File: src/rtl/read_resp_chan_mngr_if.sv
// Read request (AR), read data (R) and backing-memory line-read signals of one responder.
// The slave modport is the responder; master is the fabric/memory side driving it.
interface read_resp_chan_mngr_if;
  logic         arvalid;
  logic         arready;
  logic [3:0]   arid;
  logic [31:0]  araddr;
  logic         rvalid;
  logic         rready;
  logic [3:0]   rid;
  logic [31:0]  rdata;
  logic         rlast;
  logic         mem_rreq;
  logic [31:0]  mem_raddr;
  logic         mem_rack;
  logic [127:0] mem_rdata;

  modport slave (
    input  arvalid, arid, araddr, rready, mem_rack, mem_rdata,
    output arready, rvalid, rid, rdata, rlast, mem_rreq, mem_raddr
  );

  modport master (
    output arvalid, arid, araddr, rready, mem_rack, mem_rdata,
    input  arready, rvalid, rid, rdata, rlast, mem_rreq, mem_raddr
  );
endinterface

File: src/rtl/read_resp_chan_mngr.sv
// Queues AR requests, reads one 128-bit line per request, returns it as a 4x32-bit R burst; first beat 3 cycles after AR.
// arready drops only when the request FIFO is full; rready low holds the current beat unchanged.
module read_resp_chan_mngr #(
  parameter int RQ_DEPTH = 2
) (
  input logic clk,
  input logic rst_n,
  read_resp_chan_mngr_if.slave bus
);

  localparam int PW = (RQ_DEPTH > 1) ? $clog2(RQ_DEPTH) : 1;
  localparam int CW = $clog2(RQ_DEPTH + 1);
  localparam logic [CW-1:0] FULL_CNT = CW'(RQ_DEPTH);

  localparam logic [1:0] IDLE = 2'd0;
  localparam logic [1:0] MREQ = 2'd1;
  localparam logic [1:0] SEND = 2'd2;

  typedef struct packed {
    logic [3:0]  id;
    logic [27:0] line_addr;
  } req_t;

  req_t          rq_mem [RQ_DEPTH];
  req_t          head;
  logic [PW-1:0] wr_ptr;
  logic [PW-1:0] rd_ptr;
  logic [CW-1:0] count;

  logic [1:0]    state;
  logic [1:0]    beat;
  logic [3:0]    cur_id;
  logic [27:0]   cur_addr;
  logic [127:0]  line;

  logic          push;
  logic          pop;
  logic          last_hs;
  logic          unused_addr_lsb;

  // Requests are line aligned, so the byte offset is dropped on entry.
  assign unused_addr_lsb = ^bus.araddr[3:0];

  assign bus.arready = (count != FULL_CNT);
  assign push        = bus.arvalid && bus.arready;
  assign last_hs     = (state == SEND) && bus.rready && (beat == 2'd3);
  assign pop         = (count != '0) && ((state == IDLE) || last_hs);
  assign head        = rq_mem[rd_ptr];

  always_ff @(posedge clk) begin
    if (push) begin
      rq_mem[wr_ptr] <= '{id: bus.arid, line_addr: bus.araddr[31:4]};
    end
  end

  // Pointers wrap naturally because the depth is a power of two.
  always_ff @(posedge clk or negedge rst_n) begin
    if (!rst_n) begin
      wr_ptr <= '0;
      rd_ptr <= '0;
      count  <= '0;
    end else begin
      if (push) wr_ptr <= wr_ptr + 1'b1;
      if (pop)  rd_ptr <= rd_ptr + 1'b1;
      case ({push, pop})
        2'b10:   count <= count + 1'b1;
        2'b01:   count <= count - 1'b1;
        default: count <= count;
      endcase
    end
  end

  always_ff @(posedge clk or negedge rst_n) begin
    if (!rst_n) begin
      state    <= IDLE;
      beat     <= 2'd0;
      cur_id   <= 4'd0;
      cur_addr <= 28'd0;
      line     <= 128'd0;
    end else begin
      if (pop) begin
        cur_id   <= head.id;
        cur_addr <= head.line_addr;
      end
      case (state)
        IDLE: begin
          if (pop) state <= MREQ;
        end
        MREQ: begin
          if (bus.mem_rack) begin
            line  <= bus.mem_rdata;
            beat  <= 2'd0;
            state <= SEND;
          end
        end
        SEND: begin
          if (bus.rready) begin
            beat <= beat + 2'd1;
            if (beat == 2'd3) state <= pop ? MREQ : IDLE;
          end
        end
        default: state <= IDLE;
      endcase
    end
  end

  assign bus.rvalid    = (state == SEND);
  assign bus.rid       = cur_id;
  assign bus.rdata     = line[{beat, 5'd0} +: 32];
  assign bus.rlast     = (state == SEND) && (beat == 2'd3);
  assign bus.mem_rreq  = (state == MREQ);
  assign bus.mem_raddr = {cur_addr, 4'b0000};

endmodule

File: src/flat_wrapper.sv
// flat-port wrapper written by rule: the top's interface ports become plain ports
module read_resp_chan_mngr_flat 
#(
  parameter int RQ_DEPTH = 2
)
  (clk, rst_n, bus_arvalid, bus_arid, bus_araddr, bus_rready, bus_mem_rack, bus_mem_rdata, bus_arready, bus_rvalid, bus_rid, bus_rdata, bus_rlast, bus_mem_rreq, bus_mem_raddr);
  read_resp_chan_mngr_if bus_i ();
  input logic clk;
  input logic rst_n;
  input wire logic [$bits(bus_i.arvalid)-1:0] bus_arvalid;
  input wire logic [$bits(bus_i.arid)-1:0] bus_arid;
  input wire logic [$bits(bus_i.araddr)-1:0] bus_araddr;
  input wire logic [$bits(bus_i.rready)-1:0] bus_rready;
  input wire logic [$bits(bus_i.mem_rack)-1:0] bus_mem_rack;
  input wire logic [$bits(bus_i.mem_rdata)-1:0] bus_mem_rdata;
  output wire logic [$bits(bus_i.arready)-1:0] bus_arready;
  output wire logic [$bits(bus_i.rvalid)-1:0] bus_rvalid;
  output wire logic [$bits(bus_i.rid)-1:0] bus_rid;
  output wire logic [$bits(bus_i.rdata)-1:0] bus_rdata;
  output wire logic [$bits(bus_i.rlast)-1:0] bus_rlast;
  output wire logic [$bits(bus_i.mem_rreq)-1:0] bus_mem_rreq;
  output wire logic [$bits(bus_i.mem_raddr)-1:0] bus_mem_raddr;
  assign bus_i.arvalid = bus_arvalid;
  assign bus_i.arid = bus_arid;
  assign bus_i.araddr = bus_araddr;
  assign bus_i.rready = bus_rready;
  assign bus_i.mem_rack = bus_mem_rack;
  assign bus_i.mem_rdata = bus_mem_rdata;
  assign bus_arready = bus_i.arready;
  assign bus_rvalid = bus_i.rvalid;
  assign bus_rid = bus_i.rid;
  assign bus_rdata = bus_i.rdata;
  assign bus_rlast = bus_i.rlast;
  assign bus_mem_rreq = bus_i.mem_rreq;
  assign bus_mem_raddr = bus_i.mem_raddr;
  read_resp_chan_mngr #(.RQ_DEPTH(RQ_DEPTH)) u_core (.clk(clk), .rst_n(rst_n), .bus(bus_i));
endmodule
File: config.mk
export PLATFORM = sky130hd
export DESIGN_NAME = read_resp_chan_mngr_flat
export DESIGN_NICKNAME = d
export VERILOG_FILES = /design/src/rtl/read_resp_chan_mngr_if.sv /design/src/rtl/read_resp_chan_mngr.sv /design/src/flat_wrapper.sv
export SDC_FILE = /design/constraint.sdc
export NUM_CORES = 1
export LEC_CHECK = 0
export CORE_MARGIN = 3
export CORE_UTILIZATION = 40
export CTS_BUF_LIST = sky130_fd_sc_hd__clkbuf_16
export CTS_CLUSTER_DIAMETER = 50
export DETAILED_ROUTE_END_ITERATION = 7
export GPL_TIMING_DRIVEN = 0
export HOLD_SLACK_MARGIN = 0.15
export PLACE_DENSITY = 0.79
export SKIP_LAST_GASP = 1
export SLEW_MARGIN = 20
export SYNTH_ARGS = -nofsm -noshare
export SYNTH_HDL_FRONTEND = slang
export SYNTH_SLANG_ARGS = --single-unit
File: constraint.sdc
create_clock -name clk -period 5.7 [get_ports clk]
set_input_delay 1.14 -clock clk [delete_from_list [all_inputs] [get_ports clk]]
set_output_delay 1.14 -clock clk [all_outputs]
set_load 0.02 [all_outputs]
==> impl_metrics.ini <==
; yosys + openroad results
[final_timing]
timing.final.ws_setup_ns = 1.77
fmax_mhz = 254
final.period_utilization_pct = 69.0
rsz0062_at_grt = false

[yosys]
ys.flop_type = dfrtp_1
edf_count = 64
yosysTopAreaCellShare_pct = 43.5
synth-area-yosys_mm2 = 0.00967
netlist_instances = 532
top_cells_by_count = dfrtp_1 (168), mux2_2 (165), edfxtp_1 (64)
netlist_area_mm2 = 0.00967

[cells_and_area]
drive_gt1_share_pct = 37.3
fill_cells = 1884
fin_cells = 1146
nets = 978

[cts]
clock_latency_ns = 0.53
cts_made_buffers = 30
tritoncts = done

[die]
initial_utilization_pct = 40.9
num_rows = 56
dieArea_mm2 = 0.0261
pin_count = 241
die_h_um = 161
coreArea_mm2 = 0.0236
dieWidth_um = 161

[route]
m1WireLength_um = 9260
routed_wl_um = 22800
initialDrtViolationCount = 218

[pwr]
p_per_area_mw_per_mm2 = 583

[place]
post-place-cells = 1089

[global_routing]
track_usage_pct = 17.5
grt_pass1_vias = 6361

[worst_hold_path]
hp-class = reg -> reg

[outcome]
status = completed

[critical_path]
critPathMaxFanout = 10
setup.worst_path.end_class = primary output

[flow_run]
warnings = 34
==> power by group <==
part / switching [mW] / internal [mW] / total (mW)
Sequential: 0.339 / 2.46 / 2.80
Combinational: 1.40 / 1.90 / 3.31
Clock: 0.687 / 1.03 / 1.71
==> per-layer routing <==
metal | up-vias | GRT usage (%)
met4 | 0 | 5.36
li1 | 2518 | -
met5 | - | 0
met1 | 2927 | 22.5
met2 | 142 | 30.3
met3 | 45 | 3.08
==> flip-flops by register name (all words and copies together), names as in the netlist <==
| name | flops |
|---|---|
| u_core.state | 2 |
| u_core.bus.rid | 4 |
| u_core.rq_mem | 64 |
| u_core.line | 128 |
| u_core.wr_ptr | 1 |
| u_core.beat | 2 |
| u_core.rd_ptr | 1 |
| u_core.count | 2 |
| u_core.cur_addr | 28 |
==> stage by stage <==
step	util, %	hold WS [ns]	instance area (um^2)	TNS, ns
2_1_floorplan	-	0.461	9680	0
3_3_place_gp	52.5	0.478	12400	-641.52
3_5_place_dp	52.9	0.488	12500	0
4_1_cts	56.8	0.501	13400	0
5_1_grt	56.8	0.509	13400	0
6_report	56.8	0.498	13400	0
==> final timing paths <==
| path | from | to | slack (ns) | depth (start not counted) |
|---|---|---|---|---|
| max | u_core.beat[1] | bus_rdata[19] | 1.77 | 4 |
| min | u_core.line[93] | u_core.line[93] | 0.50 | 1 |
| max reg2reg | u_core.state[0] | u_core.count[1] | 3.43 | 8 |
| min reg2reg | u_core.line[93] | u_core.line[93] | 0.50 | 1 |
| max in group asynchronous | rst_n | u_core.line[9] | 4.17 | 2 |
| min in group asynchronous | rst_n | u_core.cur_addr[18] | 0.61 | 1 |
==> layout by cell type, fill, tap and decap left out, drive strengths merged, types with 3 or more instances in the layout <==
| cell type | netlist | final |
|---|---|---|
| conb | 1 | 4 |
| mux2 | 194 | 194 |
| mux4 | 32 | 32 |
| buf | 28 | 32 |
| clkbuf | 5 | 36 |
| nor2 | 4 | 4 |
| inv | 7 | 20 |
| nand2 | 3 | 3 |
| clkdlybuf4s50 | 0 | 231 |
| clkinv | 0 | 9 |
| dfrtp | 168 | 168 |
| xnor2 | 3 | 3 |
| edfxtp | 64 | 64 |
| ha | 7 | 7 |
==> cells by family after synthesis <==
kind of cell | count (synthesis) | share of synthesized area [%]
flops | 232 | 63.4
fa+ha+maj | 7 | 0.906
xor+xnor | 5 | 0.453
other cells | 1 | 0.0388
buf+inv | 40 | 2.51
compound gates | 4 | 0.518
simple gates | 15 | 0.880
mux | 228 | 31.3
==> critical path, stage by stage (launching register included) <==
cell and delay, ns:
dfrtp_1 0.35, clkbuf_1 0.29, clkbuf_1 0.61, mux4_2 0.41, clkdlybuf4s50_1 0.60
==> final cells by class <==
class	instances	area share, %
plain buffers	33	1.61
flip-flops and latches	232	45.7
repair buffers	235	17.9
inverters	7	0.196
multi-input cells	263	24.8
diodes	1	0.0187
clock buffers	31	5.78
well taps	319	2.98
clock inverters	25	1.15
### Sequential cells colored by netlist name

(1.5 px per um) Other sequential cells in the stronger gray, the rest of the logic in the fainter gray.
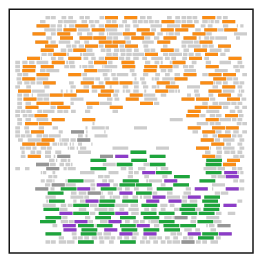
Key: purple = u_core.cur_addr [placed flops 28]; orange = u_core.line [placed flops 128]; green = u_core.rq_mem [placed flops 64]
Layout Utilization: 56.8%
Seq. cell area: 0.00613 mm^2
Seq power: 2.80 mW
Seq area share: 45.7%

### Track usage over the die

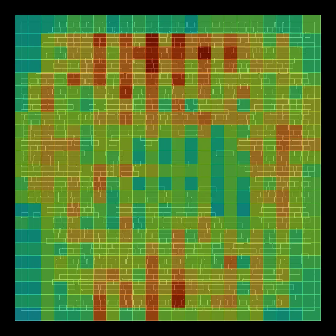
GR Layer Usage met1: 22.5%
GRT met3 Usage: 3.08%
layer with the highest usage: met2
GR Layer Usage met2: 30.3%
wire per inst: 19.9 um

Power figures rest on the tool's default switching activity, not on a simulated workload.
